<file path="src/rtl/apb_bridge_pkg.sv">
`default_nettype none
// +----------------------------------------------------------------------------+
// | Module      : apb_bridge_pkg                                               |
// | Description : Shared types and helpers for the APB4 register bridge:       |
// |               FSM state encoding, ceil-log2 helper, and the maximum read   |
// |               latency the wait-state counter is sized for.                 |
// | Revision    : 1.0 - initial release                                        |
// +----------------------------------------------------------------------------+
package apb_bridge_pkg;

    // Largest register-bank read latency the wait-state counter can hold.
    localparam int RD_LAT_MAX = 7;

    // Bridge FSM states, explicitly 2 bits wide.
    typedef enum logic [1:0] {
        IDLE   = 2'd0,
        WR     = 2'd1,
        RDWAIT = 2'd2,
        RESP   = 2'd3
    } bridgeState_t;

    // Ceiling log2; clog2(1) = 0.
    function automatic int clog2(input int value);
        int result;
        result = 0;
        while ((1 << result) < value) begin
            result++;
        end
        return result;
    endfunction

endpackage
`default_nettype wire

</file>
<file path="src/rtl/apb_addr_decode.sv">
`default_nettype none
// +----------------------------------------------------------------------------+
// | Module      : apb_addr_decode                                              |
// | Description : Combinational APB byte-address decoder. Converts a byte      |
// |               address into a word index, a one-hot register select and a   |
// |               valid flag (index in range and address word-aligned).        |
// | Ports       : iPAddr [AW]        byte address                              |
// |               oIdx   [AW-log2(DW/8)] word index                            |
// |               oSel   [NREG]      one-hot select, all-zero when invalid     |
// |               oValid             address maps to an existing register      |
// | Revision    : 1.0 - initial release                                        |
// +----------------------------------------------------------------------------+
module apb_addr_decode
    import apb_bridge_pkg::*;
#(
    parameter int AW   = 8,
    parameter int DW   = 32,
    parameter int NREG = 32
)
(
    input  logic [AW-1:0]               iPAddr,
    output logic [AW-clog2(DW/8)-1:0]   oIdx,
    output logic [NREG-1:0]             oSel,
    output logic                        oValid
);

    localparam int              c_OFFW = clog2(DW / 8);
    localparam logic [31:0]     c_NREG = NREG;
    localparam logic [NREG-1:0] c_ONE  = NREG'(1);

    logic w_inRange;
    logic w_aligned;

    assign oIdx      = iPAddr[AW-1:c_OFFW];
    assign w_inRange = (32'(oIdx) < c_NREG);

    // With an 8-bit data path every byte address is a word address.
    generate
        if (c_OFFW > 0) begin : g_alignChk
            assign w_aligned = (iPAddr[c_OFFW-1:0] == '0);
        end else begin : g_noAlignChk
            assign w_aligned = 1'b1;
        end
    endgenerate

    assign oValid = w_inRange && w_aligned;
    assign oSel   = oValid ? (c_ONE << oIdx) : '0;

endmodule
`default_nettype wire

</file>
<file path="src/rtl/apb_reg_bridge.sv">
`default_nettype none
// +----------------------------------------------------------------------------+
// | Module      : apb_reg_bridge                                               |
// | Description : APB4 slave front-end that turns APB transfers into a simple  |
// |               register-bank strobe interface. Zero-wait writes, reads with |
// |               RD_LAT+1 wait states, PSLVERR on unmapped/misaligned or      |
// |               malformed (missed setup) accesses. All outputs registered.   |
// | Ports       : iPClk, iPRstn (async active-low)                             |
// |               iPSel, iPEnable, iPWrite, iPAddr[AW], iPWDat[DW],            |
// |               iPStrb[DW/8]                  APB request                    |
// |               oPRDat[DW], oPReady, oPSlvErr  APB response                  |
// |               oRegSel[NREG], oRegWr, oRegWD[DW], oRegStrb[DW/8]            |
// |                                             register-bank strobes          |
// |               iRegRD[DW]                    register-bank read data        |
// | Revision    : 1.0 - initial release                                        |
// +----------------------------------------------------------------------------+
module apb_reg_bridge
    import apb_bridge_pkg::*;
#(
    parameter int AW     = 8,
    parameter int DW     = 32,
    parameter int NREG   = 32,
    parameter int RD_LAT = 0
)
(
    input  logic                iPClk,
    input  logic                iPRstn,
    input  logic                iPSel,
    input  logic                iPEnable,
    input  logic                iPWrite,
    input  logic [AW-1:0]       iPAddr,
    input  logic [DW-1:0]       iPWDat,
    input  logic [DW/8-1:0]     iPStrb,
    output logic [DW-1:0]       oPRDat,
    output logic                oPReady,
    output logic                oPSlvErr,
    output logic [NREG-1:0]     oRegSel,
    output logic                oRegWr,
    output logic [DW-1:0]       oRegWD,
    output logic [DW/8-1:0]     oRegStrb,
    input  logic [DW-1:0]       iRegRD
);

    localparam int c_IW = AW - clog2(DW / 8);
    localparam int c_CW = clog2(RD_LAT_MAX + 1);

    bridgeState_t       r_state;
    logic [c_CW-1:0]    r_cnt;
    logic [DW-1:0]      r_pRDat;
    logic               r_pReady;
    logic               r_pSlvErr;
    logic [NREG-1:0]    r_regSel;
    logic               r_regWr;
    logic [DW-1:0]      r_regWD;
    logic [DW/8-1:0]    r_regStrb;

    logic [c_IW-1:0]    w_idx;
    logic [NREG-1:0]    w_sel;
    logic               w_valid;

    apb_addr_decode #(
        .AW   (AW),
        .DW   (DW),
        .NREG (NREG)
    ) u_decode (
        .iPAddr (iPAddr),
        .oIdx   (w_idx),
        .oSel   (w_sel),
        .oValid (w_valid)
    );

    // The word index is offered by the decoder for banks that want it; the
    // bridge itself only needs the one-hot form.
    logic w_unused;
    assign w_unused = ^w_idx;

    always_ff @(posedge iPClk or negedge iPRstn) begin
        if (!iPRstn) begin
            r_state   <= IDLE;
            r_cnt     <= '0;
            r_pRDat   <= '0;
            r_pReady  <= 1'b0;
            r_pSlvErr <= 1'b0;
            r_regSel  <= '0;
            r_regWr   <= 1'b0;
            r_regWD   <= '0;
            r_regStrb <= '0;
        end else begin
            case (r_state)
                IDLE: begin
                    if (iPSel) begin
                        // PENABLE already high means the setup phase was
                        // missed; answer with an error rather than guess.
                        if (iPEnable || !w_valid) begin
                            r_pReady  <= 1'b1;
                            r_pSlvErr <= 1'b1;
                            r_pRDat   <= '0;
                            r_state   <= RESP;
                        end else if (iPWrite) begin
                            // Outputs for T1 are loaded here so the write
                            // completes with zero wait states.
                            r_regSel  <= w_sel;
                            r_regWr   <= 1'b1;
                            r_regWD   <= iPWDat;
                            r_regStrb <= iPStrb;
                            r_pReady  <= 1'b1;
                            r_state   <= WR;
                        end else begin
                            r_regSel  <= w_sel;
                            r_cnt     <= c_CW'(RD_LAT);
                            r_state   <= RDWAIT;
                        end
                    end
                end

                WR: begin
                    r_regSel <= '0;
                    r_regWr  <= 1'b0;
                    r_pReady <= 1'b0;
                    r_state  <= IDLE;
                end

                RDWAIT: begin
                    if (!iPSel) begin
                        // Master abandoned the transfer: drop it silently.
                        r_regSel <= '0;
                        r_state  <= IDLE;
                    end else if (r_cnt == '0) begin
                        r_pRDat   <= iRegRD;
                        r_pReady  <= 1'b1;
                        r_pSlvErr <= 1'b0;
                        r_regSel  <= '0;
                        r_state   <= RESP;
                    end else begin
                        r_cnt <= r_cnt - 1'b1;
                    end
                end

                RESP: begin
                    r_pReady  <= 1'b0;
                    r_pSlvErr <= 1'b0;
                    r_state   <= IDLE;
                end

                default: begin
                    r_state <= IDLE;
                end
            endcase
        end
    end

    assign oPRDat   = r_pRDat;
    assign oPReady  = r_pReady;
    assign oPSlvErr = r_pSlvErr;
    assign oRegSel  = r_regSel;
    assign oRegWr   = r_regWr;
    assign oRegWD   = r_regWD;
    assign oRegStrb = r_regStrb;

endmodule
`default_nettype wire

</file>
<file path="config.mk">
export PLATFORM = sky130hd
export DESIGN_NAME = apb_reg_bridge
export DESIGN_NICKNAME = d
export VERILOG_FILES = /design/src/rtl/apb_bridge_pkg.sv /design/src/rtl/apb_addr_decode.sv /design/src/rtl/apb_reg_bridge.sv
export SDC_FILE = /design/constraint.sdc
export NUM_CORES = 1
export LEC_CHECK = 0
export ABC_AREA = 1
export CORE_UTILIZATION = 50
export DETAILED_ROUTE_END_ITERATION = 8
export PLACE_DENSITY_LB_ADDON = 0.2
export SYNTH_ARGS = -nofsm -noshare
export SYNTH_HDL_FRONTEND = slang
export SYNTH_HIERARCHICAL = 1
export SYNTH_SLANG_ARGS = --single-unit
</file>
<file path="constraint.sdc">
create_clock -name iPClk -period 4.94 [get_ports iPClk]
set_clock_uncertainty 0.1 [all_clocks]
set_input_delay 0.988 -clock iPClk [delete_from_list [all_inputs] [get_ports iPClk]]
set_output_delay 0.988 -clock iPClk [all_outputs]
set_load 0.01 [all_outputs]
</file>
Figure 1. Congestion heat map (run 1).
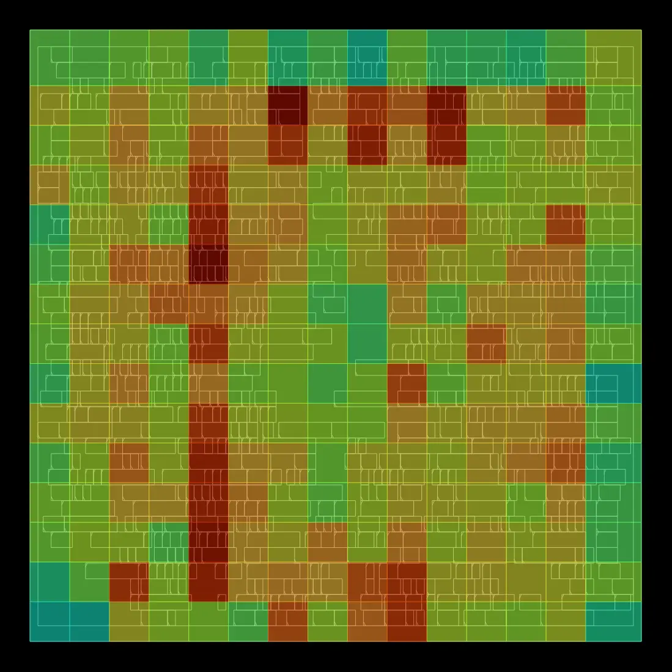
met2 Usage GRT: 43.8%
end-of-flow core utilization: 71.9%

Figure 2. Selected gate families (run 1).
Bar = 20 um.
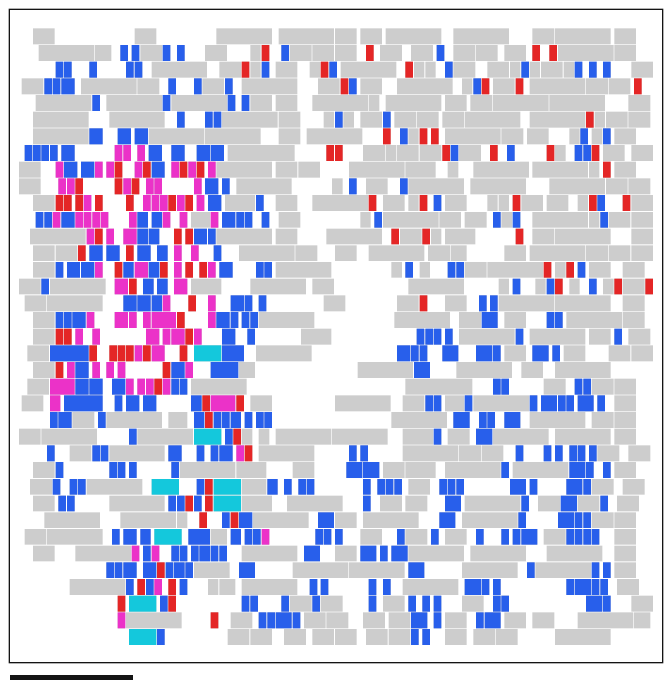
magenta -> NOR gates  # cells 76
red -> inverters  # cells 90, where widely spread
blue -> NAND gates  # cells 330, where widely spread
cyan -> adder and majority cells  # cells 8

Figure 3. Metal 1 (run 1).
Bar = 20 um. Supply wires on this layer in grey.
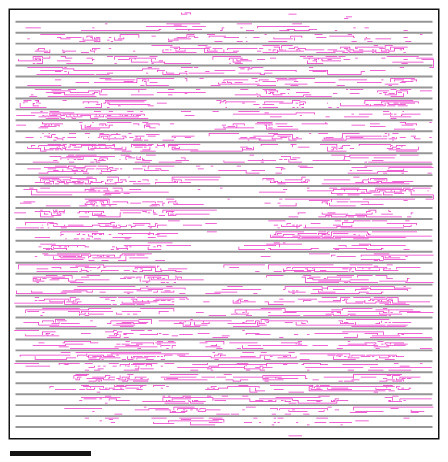
wire length on this layer = 5960 um
share of all routed wire = 43%

==> notes.org, run 1 <==
#+TITLE: Flow metrics

** Run status
- The run finished with clean final reports.

** Final timing
- The final critical path takes up a little over two thirds of the cycle.
- After routing, the total negative slack on setup checks comes to 0 ps.
- Highest achievable clock rate :: around 290 MHz
- The worst-case max-slew headroom was logged as 34.5%.
- Clock period minus final worst setup slack :: ~3500 ps
- The final timing report lists a hold violation count of 0.
- Max-slew violation count :: 0
- Worst hold slack :: 381 ps
- Setup repair after global routing left no endpoint under its margin.
- The final timing report counts setup violations totalling 0.
- For the pin with the worst max-slew slack, the measured transition is between 900 and 1000 ps.

** Routing
- Top routing layer in use :: met4
- Post-DR wirelength/cell :: 13.9 um
- The first detailed-routing pass took 5 iterations.
- Per the log, the first TritonRoute iteration ended with a DRC count of between 300 and 400.
- Wl on met1 :: between 5000 and 6000 um
- Per the detail_route log, met3 wirelength is about 750 um.
- Residual DRC count :: 0
- Final WL :: 13800 um
- Overall via count from detail_route :: 4968
- Nets still carrying antenna violations after routing amount to 0.

** Worst hold path
- Number of cells traversed by the worst hold path :: 2
- Class of the most critical hold timing path :: reg -> reg
- Capture endpoint of the worst hold path :: oPRDat[0]
- Worst min-delay path startpoint :: oPRDat[0]

** Yosys
- Cell area after synthesis :: between 5000 and 6000 um^2
- Synth Instances :: approximately 700
- Synth Warn # :: 6
- The average instance in the mapped netlist occupies slightly below 8 um^2.
- The number of nets handed over by synthesis was slightly below 800.

** GRT
- Summed over all layers, the global routing overflow is 0.
- Pin count of the biggest net entering global routing :: 79
- GRT Total Usage :: approximately a quarter
- Antenna violations before repair :: 0
- The number of global-route vias before repair came to 4868.
- The first global-routing pass estimated 22800 um of wire.

** Clocking
- TritonCTS clock tree :: built
- Root buffer cell :: clkbuf_8
- Looking at the post-CTS report, the setup buffer insertion count equals 0.
- Counting every sink on the clock net gives approximately 110.
- The number of clock buffers added by TritonCTS is 9.
- Bufs on Longest Clock Path :: 2
- Clock latency at the later pin of the worst-skew pair :: around 370 ps
- For reference, the clock transition at the flip-flops on the worst setup and hold paths is 100 ps.

** Place
- Port bufs :: about 180
- Dpl hpwl :: roughly 9700 um
- The placement summary gives the final routability congestion estimate as 0.880.

** Power and ir drop
- Switching power share of the total :: 39.6%
- Portion of total power attributed to the clock network :: 19.0%
- The report lists the power per cell area as between 400 and 500 nW/um^2.
- The script extracted a net switching power of ~1.3 mW.
- Static leakage :: 3.58 nW
- Per report_power, the combinational group accounts for ~44% of the total.
- The worst VDD IR drop from the latest analysis is 239 uV.
- Part of the power in registers :: 36.8%
- Total Power Consumption :: between 3 and 4 mW

** Finish
- Total of fill cells in the finished design :: 841
- Sequential standard cell area :: between 2000 and 3000 um^2
- Syn-to-layout area delta :: 37.7%
- Final Net Count :: around 940
- 0 antenna diodes ended up in the layout.
- Summing all multi-input logic gate instances after layout gives ~2200 um^2.
- Cells with a size suffix above 1 make up 5.26% of the layout.

** Job
- The number of maximum-capacitance violations recorded for the run is 0.
- Tool warnings :: 32

** Floorplanning
- Effective utilization at floorplan :: between 50% and 60%
- Die Outline Area :: 11300 um^2
- According to the floorplan report, the die height is approximately 110 um.
- Number of rows created at floorplan :: 37
- During I/O placement, the number of pins put on the boundary was around 180.
- The horizontal die dimension reported for this design is about 110 um.
- Standard cell core area :: 10400 um^2

** Critical path
- The worst register-to-register path depth is 5.
- Data arrival time of the worst path :: 3650 ps
- The timing report gives the worst reg2reg path a setup slack of 2330 ps.
- For the worst reg-to-reg path, the endpoint reported by OpenROAD is oRegSel[4].
- STA classifies the critical path startpoint as a primary input.
- Data required time at the worst endpoint :: 5090 ps
- Sort of element at the end of the critical path :: register
- Critical register-to-register path startpoint :: r_state[1]
## run 1: worst max-delay path: stages
cell and delay, ps:
clkdlybuf4s50_1 460, nor3_1 430, inv_1 140, nor2_4 140
nand2_1 80, nand2_2 440, nand3_2 660, nand2_1 240
nand2_1 60
## run 1: power by group through the flow
| stage | registers, mW | clock network [mW] | logic [mW] |
|---|---|---|---|
| floorplan | 1.29 | 0 | 0.758 |
| finish | 1.19 | 0.616 | 1.43 |
| CTS | 1.19 | 0.628 | 1.44 |
| global route | 1.22 | 0.658 | 1.59 |
| global placement | 1.20 | 0 | 1.39 |
| detailed placement | 1.21 | 0 | 1.43 |
## run 1: per-layer routing
| layer | vias to the layer above | global-route usage [%] |
|---|---|---|
| met1 | 2310 | 31.9 |
| met3 | 26 | 4.05 |
| met2 | 154 | 43.8 |
| met4 | 0 | 9.23 |
| met5 | - | 0 |
| li1 | 2478 | - |
## run 1: how the worst max path moves through the flow
stage | from | to | slack, ps | depth (start not counted)
2_1_floorplan | iPAddr[1] | oRegStrb[0] | 2720 | 7
3_3_place_gp | iPAddr[1] | oRegSel[0] | 1250 | 9
3_5_place_dp | iPAddr[1] | oRegSel[24] | 1130 | 9
4_1_cts | iPAddr[1] | oRegSel[4] | 1500 | 9
5_1_grt | iPAddr[1] | oRegSel[13] | 1120 | 9
6_report | iPAddr[1] | oRegSel[4] | 1440 | 9
## run 1: cell type report
class | instances | share of cell area (%)
flip-flops and latches | 108 | 36.1
clock buffers | 9 | 1.65
clock inverters | 7 | 1.40
multi-input cells | 455 | 29.2
inverters | 90 | 4.51
repair buffers | 187 | 24.8
well taps | 136 | 2.27
## run 1: placed cells by master, fill, tap and decap left out
cell / count
a21oi_4: 1
buf_4: 5
bufinv_16: 2
clkbuf_8: 9
clkdlybuf4s50_1: 182
clkinv_1: 1
clkinv_4: 1
clkinvlp_4: 1
dfrtp_1: 108
ha_1: 8
inv_1: 84
inv_2: 5
inv_6: 2
inv_8: 1
nand2_1: 231
nand2_2: 2
nand3_1: 18
nand3_2: 2
nand3_4: 2
nand3b_1: 32
nand4_1: 42
nand4_2: 1
nor2_1: 64
nor2_2: 8
nor2_4: 3
nor3_1: 1
o21ai_0: 40
## run 1: sequential cells by signal, summed over array words and instances (netlist names)
signal,count
oPRDat,32
oRegSel,32
oRegWD,32
oRegStrb,4
r_cnt,3
r_state,2
oPReady,1
oPSlvErr,1
oRegWr,1
## run 1: metrics by stage
step / area [um^2] / instances / worst slack, ps
floorplan: 5440 / 695 / 2720
CTS: 7480 / 992 / 1500
global route: 7480 / 992 / 1120
detailed placement: 7260 / 976 / 1130
global placement: 7260 / 976 / 1250
finish: 7480 / 992 / 1440
==> inputs of run 2 (changes only) <==
--- a/config.mk
+++ b/config.mk
@@ -6,7 +6,7 @@
 export NUM_CORES = 1
 export LEC_CHECK = 0
 export ABC_AREA = 1
-export CORE_UTILIZATION = 50
+export CORE_UTILIZATION = 46
 export DETAILED_ROUTE_END_ITERATION = 8
 export PLACE_DENSITY_LB_ADDON = 0.2
 export SYNTH_ARGS = -nofsm -noshare
==> constraint.sdc (replaced) <==
create_clock -name iPClk -period 3.4 [get_ports iPClk]
set_clock_uncertainty 0.1 [all_clocks]
set_input_delay 0.68 -clock iPClk [delete_from_list [all_inputs] [get_ports iPClk]]
set_output_delay 0.68 -clock iPClk [all_outputs]
set_load 0.01 [all_outputs]
Figure 4. Selected gate families (run 2).
Bar = 20 um.
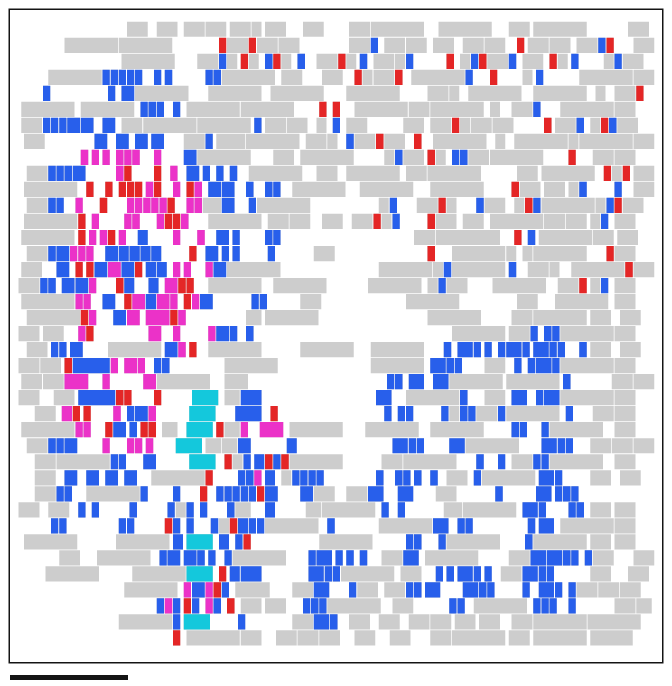
post-route non-filler standard cell count: 1003
highest-count logic cell in the final layout: nand2_1

Figure 5. M3 wires (run 2).
Bar = 20 um. Cells faint in the background.
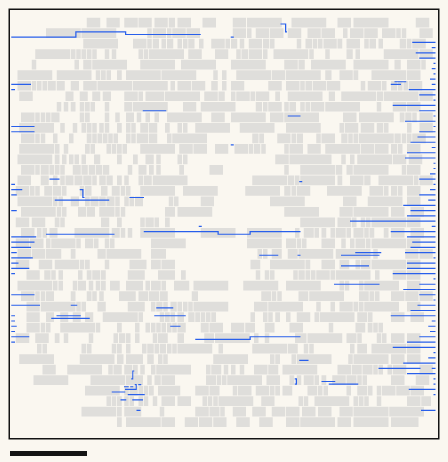
share of all routed wire = 4.7%
nets with wire on the layer = 123
main direction = horizontal
longest straight run = 21.9 um

Figure 6. Layout detail (run 2).
Bar = 10 um. Window x 63 to 103, y 8 to 48 um. Cells in grey, sequential cells in the stronger grey; small squares are vias.
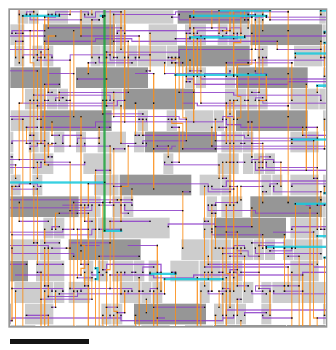
cyan -> met3
purple -> met1
green -> met4
orange -> met2
cells with their middle in the window = 132
most frequent = nand2_1 (68), nand3b_1 (22), clkdlybuf4s50_1 (21)
netlist names of flops here include = `oPRDat` (17)
sequential cells in the window = 17

==> notes.org, run 2 <==
#+TITLE: Flow metrics

** Floorplanning
- The core region is approximately 11000 um^2.
- The horizontal die dimension reported for this design is 111 um.
- Vertical die dimension :: about 110 um
- According to the I/O placement log, the pin count is 184.
- Number of rows created at floorplan :: 39
- Die Outline Area :: around 12000 um^2
- Effective utilization at floorplan :: ~47%

** Clocking
- The number of hold buffers added after CTS was 0.
- After clock tree synthesis, the setup repair step added 0 buffers.
- TritonCTS clock tree :: built
- Post-CTS repair changed the size of 0 cells.
- Root buffer cell :: clkbuf_16
- In this run the number of H-tree levels came out at 3.
- TritonCTS reports the number of clock sinks as ~110.
- The longest clock path from root to sink contains 2 buffers.
- Clock latency at the later pin of the worst-skew pair :: between 300 and 400 ps
- Number of clock buffers inserted by TritonCTS :: 9
- Clock transition at the registers of the reported paths :: 70 ps

** Final timing
- Max-slew violation count :: 0
- Highest achievable clock rate :: around 380 MHz
- Setup repair after global routing missed its margin :: false
- Clock period minus final worst setup slack :: about 2700 ps
- For the pin with the worst max-slew slack, the measured transition is between 900 and 1000 ps.
- Fraction of the cycle the final worst path needs :: between 70 and 80%
- For reference, the final report shows the hold violation count at 0.
- Worst max-slew margin expressed relative to the limit :: 39.9%
- The last timing report of the flow puts the setup violation total at 0.
- In the final timing run, aggregate negative setup slack is 0 ps.

** Power and ir drop
- Peak supply drop :: 356 uV
- Power density normalized to cell area :: 649 nW/um^2
- Total Power Consumption :: 4.95 mW
- In this run the static leakage power is roughly 3.6 nW.

** Critical path
- Max fanout on the critical path was recorded as 17.
- Worst flop-to-flop path endpoint :: oPRDat[16]
- The OpenROAD report gives the critical path a data arrival time of 2800 ps.
- Category of the worst setup path launch point :: primary input
- Total buffers and inverters traversed by the critical path :: 3
- Ordered list of cells on the worst path :: clkdlybuf4s50_1, nor3_1, inv_1, nor2_4, nand2_1, nand2_2, nand3_2, buf_4, nand2_1, nand2_1
- For this design, the slowest cell found on the critical path is clkdlybuf4s50_1.
- The timing report attributes the biggest portion of critical-path delay to simple AND/OR/NAND/NOR gates.
- The launch point of the critical path was reported as iPAddr[1].
- For the worst setup path, the data required time is ~3500 ps.
- For this run, the slowest stage of the critical path takes approximately 460 ps.
- Among the stages of the critical path, the cell type that occurs most often is nand2_1.
- The setup path with the least slack is of type in -> reg.
- Measured in cells, the most critical reg-to-reg path has a length of 8.
- Critical register-to-register path startpoint :: r_state[0]
- Sort of element at the end of the critical path :: register
- For flop-to-flop paths, the worst setup slack is between 1000 and 1500 ps.

** GRT
- First-pass GRT wire length :: approximately 24000 um
- Global routing consumed, over all layers together, a little under a quarter of the routing resources.
- Most heavily used metal layer in global routing :: met2
- Vias in the first global route :: around 4800
- Global routing met3 resource utilization :: 3.88%
- Total gr overflow :: 0
- Entering global routing, the biggest net connects around 73 pins.
- The number of antenna violations at the first check in global routing came to 0.
- Met2 Usage GRT :: 40.7%
- Global routing used 30.5% of the available met1 tracks.

** Worst hold path
- Class of the most critical hold timing path :: in -> async

** Finish
- In the layout the commonest cells are nand2_1 (231), clkdlybuf4s50_1 (182), dfrtp_1 (108).
- For this run, the script counts the antenna cells in the layout as 0.
- Final Net Count :: approximately 940
- Post-route standard cell area excluding fillers :: around 7600 um^2
- Fraction of layout cells with a size suffix above 1 :: ~5.7%
- Syn-to-layout area delta :: 40.1%

** Routing
- Post-DR vias/cell :: 5.00
- First-pass detailed-route iteration total :: 5
- Overall via count from detail_route :: 5017
- Drt initial violations :: around 290
- Per the detail_route report, routed wire per instance is ~14 um.
- The detail route stage leaves a number of antenna-violating nets equal to 0.
- TritonRoute reported its final design rule violation total as 0.
- The wire length recorded after detailed routing is 14000 um.

** Yosys
- Cell area after synthesis :: between 5000 and 6000 um^2
- Avg Cell Area, Syn :: a little under 8 um^2
- Synth Warn # :: 6
- The number of nets handed over by synthesis was between 700 and 800.
- Synth Instances :: 695

** Place
- Area of placed instances :: 7310 um^2
- Including well taps, the total number of placed cells is roughly 990.
- Per the placement log, port buffering inserted roughly 180 buffers.
- After its last routability iteration, the placer logged a weighted congestion of between 0.8 and 0.9.
- The wire-length estimate of the detail-placed layout is about 10000 um.

** Job
- The stage logs contain a warning count of 32.
- Number of maximum-capacitance constraint violations :: 0

** Run status
- Result of the run :: complete, no violations
==> run 2: layer usage <==
metal	vias up	routed length, um
li1	2483	-
met1	2347	6090
met2	169	7060
met3	18	660
met4	0	175
met5	-	0
==> run 2: how the worst max path moves through the flow <==
| stage | cells after the start | to | slack [ps] |
|---|---|---|---|
| 6_report | 10 | oRegSel[0] | 740 |
| 3_5_place_dp | 10 | oRegSel[0] | 370 |
| 3_3_place_gp | 10 | oRegSel[13] | 450 |
| 4_1_cts | 10 | oRegSel[0] | 730 |
| 2_1_floorplan | 7 | oRegStrb[0] | 1490 |
| 5_1_grt | 10 | oRegSel[0] | 550 |
==> run 2: report_power, final <==
part	switching [mW]	total, mW	internal, mW
clock	0.491	1.09	0.600
sequential	0.170	1.74	1.58
combinational	1.24	2.11	0.875
total	1.90	4.95	3.05
==> run 2: cell type report <==
class                   count  area [um^2]
well taps                 143          179
flip-flops and latches    108         2700
fillers                   954         3850
inverters                  90          338
clock buffers              10          239
multi-input cells         455         2190
repair buffers            191         1900
clock inverters             6         71.3
==> run 2: metrics by stage <==
| stage | hold WS (ps) | utilization, % | setup slack (ps) |
|---|---|---|---|
| global route | 288 | 66.4 | 549 |
| finish | 239 | 66.4 | 740 |
| detailed placement | 358 | 63.7 | 371 |
| CTS | 266 | 66.4 | 731 |
| floorplan | 284 | - | 1490 |
| global placement | 353 | 63.7 | 454 |
Power figures rest on the tool's default switching activity, not on a simulated workload.
